Figure 1. Pin placement.
Drawn at 4 px/um. Pins as bars across the die edge, other pins in grey.
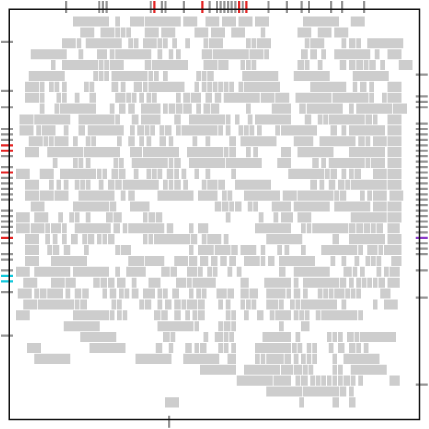
Figure 2. Sizing map.
Drawn at 4 px/um.
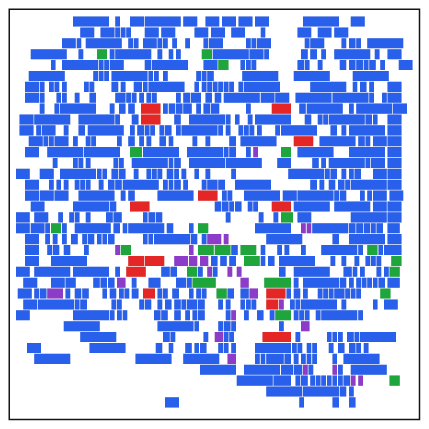
Figure 3. Port wiring.
Drawn at 3 px/um.
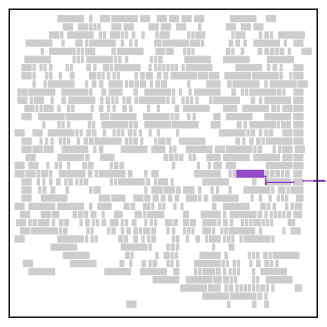
**src/rtl/pic_host_pkg.sv**
```systemverilog
// rtl/pic_host_pkg.sv - shared types and constants for the 8259 host controller
package pic_host_pkg;

  typedef enum logic [3:0] {
    ST_IDLE,
    ST_ICW1,
    ST_ICW2,
    ST_ICW3,
    ST_ICW4,
    ST_OCW1,
    ST_READY,
    ST_ACK1,
    ST_ACK2,
    ST_EOI,
    ST_OCW3,
    ST_RDREG
  } hostState_e;

  typedef enum logic [1:0] {
    BUS_WR,
    BUS_RD,
    BUS_INTA
  } busKind_e;

  typedef enum logic [2:0] {
    PH_IDLE,
    PH_SETUP,
    PH_STROBE,
    PH_HOLD,
    PH_GAP
  } busPhase_e;

  localparam logic [7:0] OCW2_NS_EOI = 8'h20;
  localparam logic [7:0] OCW3_RD_IRR = 8'h0A;
  localparam logic [7:0] OCW3_RD_ISR = 8'h0B;

  localparam logic [1:0] RD_SEL_IRR = 2'd0;
  localparam logic [1:0] RD_SEL_ISR = 2'd1;
  localparam logic [1:0] RD_SEL_IMR = 2'd2;

endpackage

```
**src/rtl/pic_host_if.sv**
```systemverilog
// rtl/pic_host_if.sv - PIC-side bus bundle between host controller and 8259
interface pic_host_if;

  logic       cs_n;
  logic       wr_n;
  logic       rd_n;
  logic       inta_n;
  logic       a0;
  logic [7:0] dout;
  logic       dout_oe;
  logic [7:0] din;
  logic       pic_int;

  modport master (
    output cs_n, wr_n, rd_n, inta_n, a0, dout, dout_oe,
    input  din, pic_int
  );

  modport slave (
    input  cs_n, wr_n, rd_n, inta_n, a0, dout, dout_oe,
    output din, pic_int
  );

endinterface

```
**src/rtl/pic_bus_cycle.sv**
```systemverilog
// rtl/pic_bus_cycle.sv - one PIC bus cycle (write, read or INTA pulse) with strobe and gap timing
module pic_bus_cycle
  import pic_host_pkg::*;
#(
  parameter int STROBE_CYC = 2,
  parameter int GAP_CYC    = 2
) (
  input  logic       clk,
  input  logic       rst_n,
  input  logic       go,
  input  busKind_e   goKind,
  input  logic       goA0,
  input  logic [7:0] goData,
  input  logic [7:0] din,
  output logic       csN,
  output logic       wrN,
  output logic       rdN,
  output logic       intaN,
  output logic       a0,
  output logic [7:0] dout,
  output logic       doutOe,
  output logic       busy,
  output logic       done,
  output logic [7:0] captured
);

  localparam logic [7:0] STROBE_LAST = 8'(STROBE_CYC - 1);
  localparam logic [7:0] GAP_LAST    = 8'(GAP_CYC - 1);

  busPhase_e  phase, phaseNext;
  logic [7:0] cnt, cntNext;
  busKind_e   kind;
  logic       a0Reg;
  logic [7:0] dataReg;
  logic       accept;
  logic       inAddr;

  // Phase sequencing; a new go is taken when idle or on the last gap cycle so back-to-back cycles keep exactly GAP_CYC
  always_comb begin
    phaseNext = phase;
    cntNext   = cnt + 8'd1;
    done      = 1'b0;
    accept    = 1'b0;
    case (phase)
      PH_IDLE: begin
        cntNext = 8'd0;
        accept  = go;
      end
      PH_SETUP: begin
        phaseNext = PH_STROBE;
        cntNext   = 8'd0;
      end
      PH_STROBE: begin
        if (cnt == STROBE_LAST) begin
          cntNext   = 8'd0;
          phaseNext = (kind == BUS_INTA) ? PH_GAP : PH_HOLD;
        end
      end
      PH_HOLD: begin
        phaseNext = PH_GAP;
        cntNext   = 8'd0;
      end
      PH_GAP: begin
        if (cnt == GAP_LAST) begin
          done      = 1'b1;
          cntNext   = 8'd0;
          accept    = go;
          phaseNext = PH_IDLE;
        end
      end
      default: begin
        phaseNext = PH_IDLE;
        cntNext   = 8'd0;
      end
    endcase
    if (accept) begin
      phaseNext = (goKind == BUS_INTA) ? PH_STROBE : PH_SETUP;
    end
  end

  // Phase register, latched cycle parameters and read capture on the last low strobe cycle
  always_ff @(posedge clk or negedge rst_n) begin
    if (!rst_n) begin
      phase    <= PH_IDLE;
      cnt      <= 8'd0;
      kind     <= BUS_WR;
      a0Reg    <= 1'b0;
      dataReg  <= 8'h00;
      captured <= 8'h00;
    end else begin
      phase <= phaseNext;
      cnt   <= cntNext;
      if (accept) begin
        kind    <= goKind;
        a0Reg   <= goA0;
        dataReg <= goData;
      end
      if (phase == PH_STROBE && cnt == STROBE_LAST && kind != BUS_WR) begin
        captured <= din;
      end
    end
  end

  // Bus pins decoded from the phase so reset releases every strobe immediately
  always_comb begin
    inAddr = (phase == PH_SETUP || phase == PH_STROBE || phase == PH_HOLD) && (kind != BUS_INTA);
    csN    = !inAddr;
    wrN    = !(phase == PH_STROBE && kind == BUS_WR);
    rdN    = !(phase == PH_STROBE && kind == BUS_RD);
    intaN  = !(phase == PH_STROBE && kind == BUS_INTA);
    a0     = inAddr & a0Reg;
    dout   = dataReg;
    doutOe = inAddr && (kind == BUS_WR);
    busy   = (phase != PH_IDLE);
  end

endmodule

```
**src/rtl/pic_host_ctrl.sv**
```systemverilog
// rtl/pic_host_ctrl.sv - host-side 8259 master: init sequence, INTA acknowledge, EOI and register reads
module pic_host_ctrl
  import pic_host_pkg::*;
#(
  parameter int STROBE_CYC = 2,
  parameter int GAP_CYC    = 2
) (
  input  logic       clk,
  input  logic       rst_n,
  pic_host_if.master pic,
  input  logic       start,
  input  logic [7:0] icw1,
  input  logic [7:0] icw2,
  input  logic [7:0] icw3,
  input  logic [7:0] icw4,
  input  logic [7:0] ocw1,
  input  logic       eoi_req,
  input  logic       rd_req,
  input  logic [1:0] rd_sel,
  output logic       init_done,
  output logic       busy,
  output logic       vec_valid,
  output logic [7:0] vec,
  output logic       rdata_valid,
  output logic [7:0] rdata
);

  hostState_e state, stateNext;

  logic       cfgSngl, cfgIc4;
  logic [7:0] cfgIcw2, cfgIcw3, cfgIcw4, cfgOcw1;
  logic       autoEoi;
  logic       intMeta, intS;
  logic       eoiPend, rdPend;
  logic [1:0] rdSelReg;

  logic       go, goA0;
  busKind_e   goKind;
  logic [7:0] goData;
  logic       busDone;
  logic [7:0] captured;

  logic startInit, grantEoi, grantRd, endInit, endVec, endRd;

  assign autoEoi = cfgIc4 & cfgIcw4[1];

  pic_bus_cycle #(
    .STROBE_CYC(STROBE_CYC),
    .GAP_CYC   (GAP_CYC)
  ) u_bus (
    .clk     (clk),
    .rst_n   (rst_n),
    .go      (go),
    .goKind  (goKind),
    .goA0    (goA0),
    .goData  (goData),
    .din     (pic.din),
    .csN     (pic.cs_n),
    .wrN     (pic.wr_n),
    .rdN     (pic.rd_n),
    .intaN   (pic.inta_n),
    .a0      (pic.a0),
    .dout    (pic.dout),
    .doutOe  (pic.dout_oe),
    .busy    (busy),
    .done    (busDone),
    .captured(captured)
  );

  // State register
  always_ff @(posedge clk or negedge rst_n) begin
    if (!rst_n) state <= ST_IDLE;
    else        state <= stateNext;
  end

  // Sequencing: each transition into a bus state launches that state's cycle
  always_comb begin
    stateNext = state;
    go        = 1'b0;
    goKind    = BUS_WR;
    goA0      = 1'b0;
    goData    = 8'h00;
    startInit = 1'b0;
    grantEoi  = 1'b0;
    grantRd   = 1'b0;
    endInit   = 1'b0;
    endVec    = 1'b0;
    endRd     = 1'b0;
    case (state)
      ST_IDLE, ST_READY: begin
        if (start) begin
          startInit = 1'b1;
          go        = 1'b1;
          goData    = icw1;
          stateNext = ST_ICW1;
        end else if (state == ST_READY) begin
          if (eoiPend) begin
            grantEoi  = 1'b1;
            go        = 1'b1;
            goData    = OCW2_NS_EOI;
            stateNext = ST_EOI;
          end else if (intS) begin
            go        = 1'b1;
            goKind    = BUS_INTA;
            stateNext = ST_ACK1;
          end else if (rdPend) begin
            grantRd = 1'b1;
            go      = 1'b1;
            if (rdSelReg == RD_SEL_IMR) begin
              goKind    = BUS_RD;
              goA0      = 1'b1;
              stateNext = ST_RDREG;
            end else begin
              goData    = (rdSelReg == RD_SEL_ISR) ? OCW3_RD_ISR : OCW3_RD_IRR;
              stateNext = ST_OCW3;
            end
          end
        end
      end
      ST_ICW1: begin
        if (busDone) begin
          go        = 1'b1;
          goA0      = 1'b1;
          goData    = cfgIcw2;
          stateNext = ST_ICW2;
        end
      end
      ST_ICW2, ST_ICW3: begin
        if (busDone) begin
          go   = 1'b1;
          goA0 = 1'b1;
          if (state == ST_ICW2 && !cfgSngl) begin
            goData    = cfgIcw3;
            stateNext = ST_ICW3;
          end else if (cfgIc4) begin
            goData    = cfgIcw4;
            stateNext = ST_ICW4;
          end else begin
            goData    = cfgOcw1;
            stateNext = ST_OCW1;
          end
        end
      end
      ST_ICW4: begin
        if (busDone) begin
          go        = 1'b1;
          goA0      = 1'b1;
          goData    = cfgOcw1;
          stateNext = ST_OCW1;
        end
      end
      ST_OCW1: begin
        if (busDone) begin
          endInit   = 1'b1;
          stateNext = ST_READY;
        end
      end
      ST_ACK1: begin
        if (busDone) begin
          go        = 1'b1;
          goKind    = BUS_INTA;
          stateNext = ST_ACK2;
        end
      end
      ST_ACK2: begin
        if (busDone) begin
          endVec    = 1'b1;
          stateNext = ST_READY;
        end
      end
      ST_EOI: begin
        if (busDone) stateNext = ST_READY;
      end
      ST_OCW3: begin
        if (busDone) begin
          go        = 1'b1;
          goKind    = BUS_RD;
          stateNext = ST_RDREG;
        end
      end
      ST_RDREG: begin
        if (busDone) begin
          endRd     = 1'b1;
          stateNext = ST_READY;
        end
      end
      default: stateNext = ST_IDLE;
    endcase
  end

  // Two-flop synchronizer for the PIC interrupt line
  always_ff @(posedge clk or negedge rst_n) begin
    if (!rst_n) begin
      intMeta <= 1'b0;
      intS    <= 1'b0;
    end else begin
      intMeta <= pic.pic_int;
      intS    <= intMeta;
    end
  end

  // Pending request flags; a new request wins over a same-cycle grant so no pulse is dropped
  always_ff @(posedge clk or negedge rst_n) begin
    if (!rst_n) begin
      eoiPend  <= 1'b0;
      rdPend   <= 1'b0;
      rdSelReg <= RD_SEL_IRR;
    end else if (startInit) begin
      eoiPend <= 1'b0;
      rdPend  <= 1'b0;
    end else begin
      if (grantEoi) eoiPend <= 1'b0;
      if (eoi_req && init_done && !autoEoi) eoiPend <= 1'b1;
      if (grantRd) rdPend <= 1'b0;
      if (rd_req && init_done && rd_sel != 2'd3 && (!rdPend || grantRd)) begin
        rdPend   <= 1'b1;
        rdSelReg <= rd_sel;
      end
    end
  end

  // Configuration capture and host-facing results
  always_ff @(posedge clk or negedge rst_n) begin
    if (!rst_n) begin
      cfgSngl     <= 1'b0;
      cfgIc4      <= 1'b0;
      cfgIcw2     <= 8'h00;
      cfgIcw3     <= 8'h00;
      cfgIcw4     <= 8'h00;
      cfgOcw1     <= 8'h00;
      init_done   <= 1'b0;
      vec_valid   <= 1'b0;
      vec         <= 8'h00;
      rdata_valid <= 1'b0;
      rdata       <= 8'h00;
    end else begin
      vec_valid   <= 1'b0;
      rdata_valid <= 1'b0;
      if (startInit) begin
        cfgSngl   <= icw1[1];
        cfgIc4    <= icw1[0];
        cfgIcw2   <= icw2;
        cfgIcw3   <= icw3;
        cfgIcw4   <= icw4;
        cfgOcw1   <= ocw1;
        init_done <= 1'b0;
      end
      if (endInit) init_done <= 1'b1;
      if (endVec) begin
        vec       <= captured;
        vec_valid <= 1'b1;
      end
      if (endRd) begin
        rdata       <= captured;
        rdata_valid <= 1'b1;
      end
    end
  end

endmodule
```
**src/flat_wrapper.sv**
```systemverilog
// flat-port wrapper written by rule: the top's interface ports become plain ports
module pic_host_ctrl_flat import pic_host_pkg::*;
#(
  parameter int STROBE_CYC = 2,
  parameter int GAP_CYC    = 2
)
  (clk, rst_n, start, icw1, icw2, icw3, icw4, ocw1, eoi_req, rd_req, rd_sel, init_done, busy, vec_valid, vec, rdata_valid, rdata, pic_cs_n, pic_wr_n, pic_rd_n, pic_inta_n, pic_a0, pic_dout, pic_dout_oe, pic_din, pic_pic_int);
  pic_host_if pic_i ();
  input  logic clk;
  input  logic rst_n;
  input  logic start;
  input  logic [7:0] icw1;
  input  logic [7:0] icw2;
  input  logic [7:0] icw3;
  input  logic [7:0] icw4;
  input  logic [7:0] ocw1;
  input  logic eoi_req;
  input  logic rd_req;
  input  logic [1:0] rd_sel;
  output logic init_done;
  output logic busy;
  output logic vec_valid;
  output logic [7:0] vec;
  output logic rdata_valid;
  output logic [7:0] rdata;
  output wire logic [$bits(pic_i.cs_n)-1:0] pic_cs_n;
  output wire logic [$bits(pic_i.wr_n)-1:0] pic_wr_n;
  output wire logic [$bits(pic_i.rd_n)-1:0] pic_rd_n;
  output wire logic [$bits(pic_i.inta_n)-1:0] pic_inta_n;
  output wire logic [$bits(pic_i.a0)-1:0] pic_a0;
  output wire logic [$bits(pic_i.dout)-1:0] pic_dout;
  output wire logic [$bits(pic_i.dout_oe)-1:0] pic_dout_oe;
  input wire logic [$bits(pic_i.din)-1:0] pic_din;
  input wire logic [$bits(pic_i.pic_int)-1:0] pic_pic_int;
  assign pic_cs_n = pic_i.cs_n;
  assign pic_wr_n = pic_i.wr_n;
  assign pic_rd_n = pic_i.rd_n;
  assign pic_inta_n = pic_i.inta_n;
  assign pic_a0 = pic_i.a0;
  assign pic_dout = pic_i.dout;
  assign pic_dout_oe = pic_i.dout_oe;
  assign pic_i.din = pic_din;
  assign pic_i.pic_int = pic_pic_int;
  pic_host_ctrl #(.STROBE_CYC(STROBE_CYC), .GAP_CYC(GAP_CYC)) u_core (.clk(clk), .rst_n(rst_n), .pic(pic_i), .start(start), .icw1(icw1), .icw2(icw2), .icw3(icw3), .icw4(icw4), .ocw1(ocw1), .eoi_req(eoi_req), .rd_req(rd_req), .rd_sel(rd_sel), .init_done(init_done), .busy(busy), .vec_valid(vec_valid), .vec(vec), .rdata_valid(rdata_valid), .rdata(rdata));
endmodule
```
**config.mk**
```make
export PLATFORM = sky130hd
export DESIGN_NAME = pic_host_ctrl_flat
export DESIGN_NICKNAME = d
export VERILOG_FILES = /design/src/rtl/pic_host_pkg.sv /design/src/rtl/pic_host_if.sv /design/src/rtl/pic_bus_cycle.sv /design/src/rtl/pic_host_ctrl.sv /design/src/flat_wrapper.sv
export SDC_FILE = /design/constraint.sdc
export NUM_CORES = 1
export LEC_CHECK = 0
export ABC_AREA = 1
export CORE_UTILIZATION = 45
export CTS_CLUSTER_DIAMETER = 50
export DETAILED_ROUTE_END_ITERATION = 12
export HOLD_SLACK_MARGIN = 0.02
export PLACE_DENSITY_LB_ADDON = 0.3
export SLEW_MARGIN = 15
export SYNTH_ARGS = -nofsm -noshare
export SYNTH_HDL_FRONTEND = slang
export SYNTH_SLANG_ARGS = --single-unit
```
**constraint.sdc**
```tcl
create_clock -name clk -period 2.5 [get_ports clk]
set_input_delay 0.5 -clock clk [delete_from_list [all_inputs] [get_ports clk]]
set_output_delay 0.5 -clock clk [all_outputs]
set_load 0.05 [all_outputs]
```
==> ci_impl_report.md <==
### Yosys + OpenROAD results

| Metric | Value |
|---|---|
| Basic Gates by Area | a little under a third |
| Largest net degree at the start of global routing | 50 |
| R2r worst-path depth | 10 |
| Die ar. | roughly 10000 sq um |
| Peak supply drop | between 400 and 500 uV |
| Max Fclk | 447.5 MHz |
| Total wire length | 10770 um |
| Cells after Synth | about 580 |
| Final slew viol count | 0 |
| Total core area | between 9000 and 10000 sq um |
| CP required | approximately 2 ns |
| Clock Sinks | 93 |
| Nets | around 730 |
| Sequential Power Share | about two fifths |
| Placed Instances | just under 800 |
| Clock Skews | 0.01171 ns |
| DRT iter0 DRCs | roughly 240 |
| Worst hold path type | input pin to async pin |
| TritonRoute pass-1 iters | 5 |
| XOR Share, Synth | 0.1940% |
| CTS Buf Count | 9 |
| Root buf cell | clkbuf_8 |
| Worst-Margin Slew | between 0.6 and 0.7 ns |
| Dominant comb cell | simple AND/OR/NAND/NOR gates |
| Yosys cell count | 581 |
| Placement Setup Slack | 0.3716 ns |
| Max-slew headroom | between 50 and 60% |
| Reg2reg end | u_core.u_bus.dout[6] |
| Status | complete, no violations |
| Combinational share of power | a little over two fifths |
| Main area contributors | dfrtp_1, nand2_1, nand3_1 |
| Remaining DRCs | 0 |
| Arrival @ worst endpoint | about 1.7 ns |
| GR Overflow Total | 0 |
| Synth top area share | between 50 and 60% |
| Final Util | 59.00% |
| Top cells excl fill/tap | nand2_1, dfrtp_1, clkdlybuf4s50_1 |
| Final non-filler cell total | 811 |
| Syn Area/Cell | between 7 and 8 sq um |
| P_sw | around 0.0025 W |
| Global-route wire length before repair | 17650 um |
| Yosys top cell by area | dfrtp_1 |
Back to the opening pictures, Figure 1:
[cyan] rd_sel | pins: 2 | direction: input | edge: left
[purple] rdata_valid | pins: 1 | direction: output | edge: right
[red] ocw1 | pins: 8 | direction: input | edge: 4 left, 4 top
all pins by edge: 32 right, 30 left, 27 top, 1 bottom
Die W: 102.2 um
# port buffers: 89
Die Height: 102.2 um

Back to the opening pictures, Figure 2:
[red] x6 and larger | cells: 14
[purple] x2 | cells: 26
[green] x3 and x4 | cells: 23
[blue] x1 and smaller | cells: 615
Syn-to-layout area delta: 27.13%
final worst setup slack: 0.2655 ns
Non-clk bufs: 99
Design Area, Final: 5741 sq um

Back to the opening pictures, Figure 3:
[purple] rdata_valid | bits: 1 | direction: output | edge: right | end cells: 1 | buffers: 1 | wire: 17.9 um
I/O pin count: 90

[logic make-up after synthesis]
logic type,after synthesis
fa+ha+maj,2
buf+inv,71
compound gates,79
mux,1
flops,93
simple gates,334
xor+xnor,1
[flip-flops by register name, indices dropped and copies added (netlist names), 3 cells and up]
| signal | cells |
|---|---|
| u_core.state | 4 |
| u_core.u_bus.phase | 3 |
| u_core.u_bus.captured | 8 |
| u_core.cfgOcw1 | 8 |
| u_core.u_bus.dout | 8 |
| u_core.cfgIcw3 | 8 |
| u_core.u_bus.cnt | 8 |
| u_core.cfgIcw4 | 8 |
| u_core.rdata | 8 |
| u_core.vec | 8 |
| u_core.cfgIcw2 | 8 |
[layout make-up]
type,instances,area share (%)
clock buffer,10,2.398
clock inverter,6,0.9372
inverter,53,3.466
multi-input combinational,417,32.89
sequential,93,40.54
tap,133,2.899
timing repair buffer,99,16.87
[power groups by stage]
| stage | logic, W | clock network, W | registers [W] |
|---|---|---|---|
| finish | 0.00245 | 0.000959 | 0.00222 |
| global placement | 0.00241 | 0 | 0.00223 |
| floorplan | 0.00164 | 0 | 0.00232 |
| detailed placement | 0.00244 | 0 | 0.00224 |
| global route | 0.00272 | 0.00105 | 0.00227 |
| CTS | 0.00245 | 0.000987 | 0.00221 |
[Yosys cell counts (3+ instances only)]
library cell and instances:
a21oi_1 21, buf_2 6, buf_4 5, clkbuf_1 6, dfrtp_1 93, inv_1 37, inv_2 15, nand2_1 215
nand2_2 4, nand3_1 39, nand4_1 6, nor2_1 50, nor2_2 4, nor2_4 4, nor3_1 8, o211ai_1 3
o21ai_0 26, o21ai_1 21
[per-layer routing]
layer	GRT usage, %	routed length (um)	vias up
li1	-	-	2029
met1	32.40	5275	1882
met2	32.99	4764	144
met3	2.804	598	13
met4	7.033	136	0
met5	0	0	-
Power is estimated from default activity; no workload was simulated.
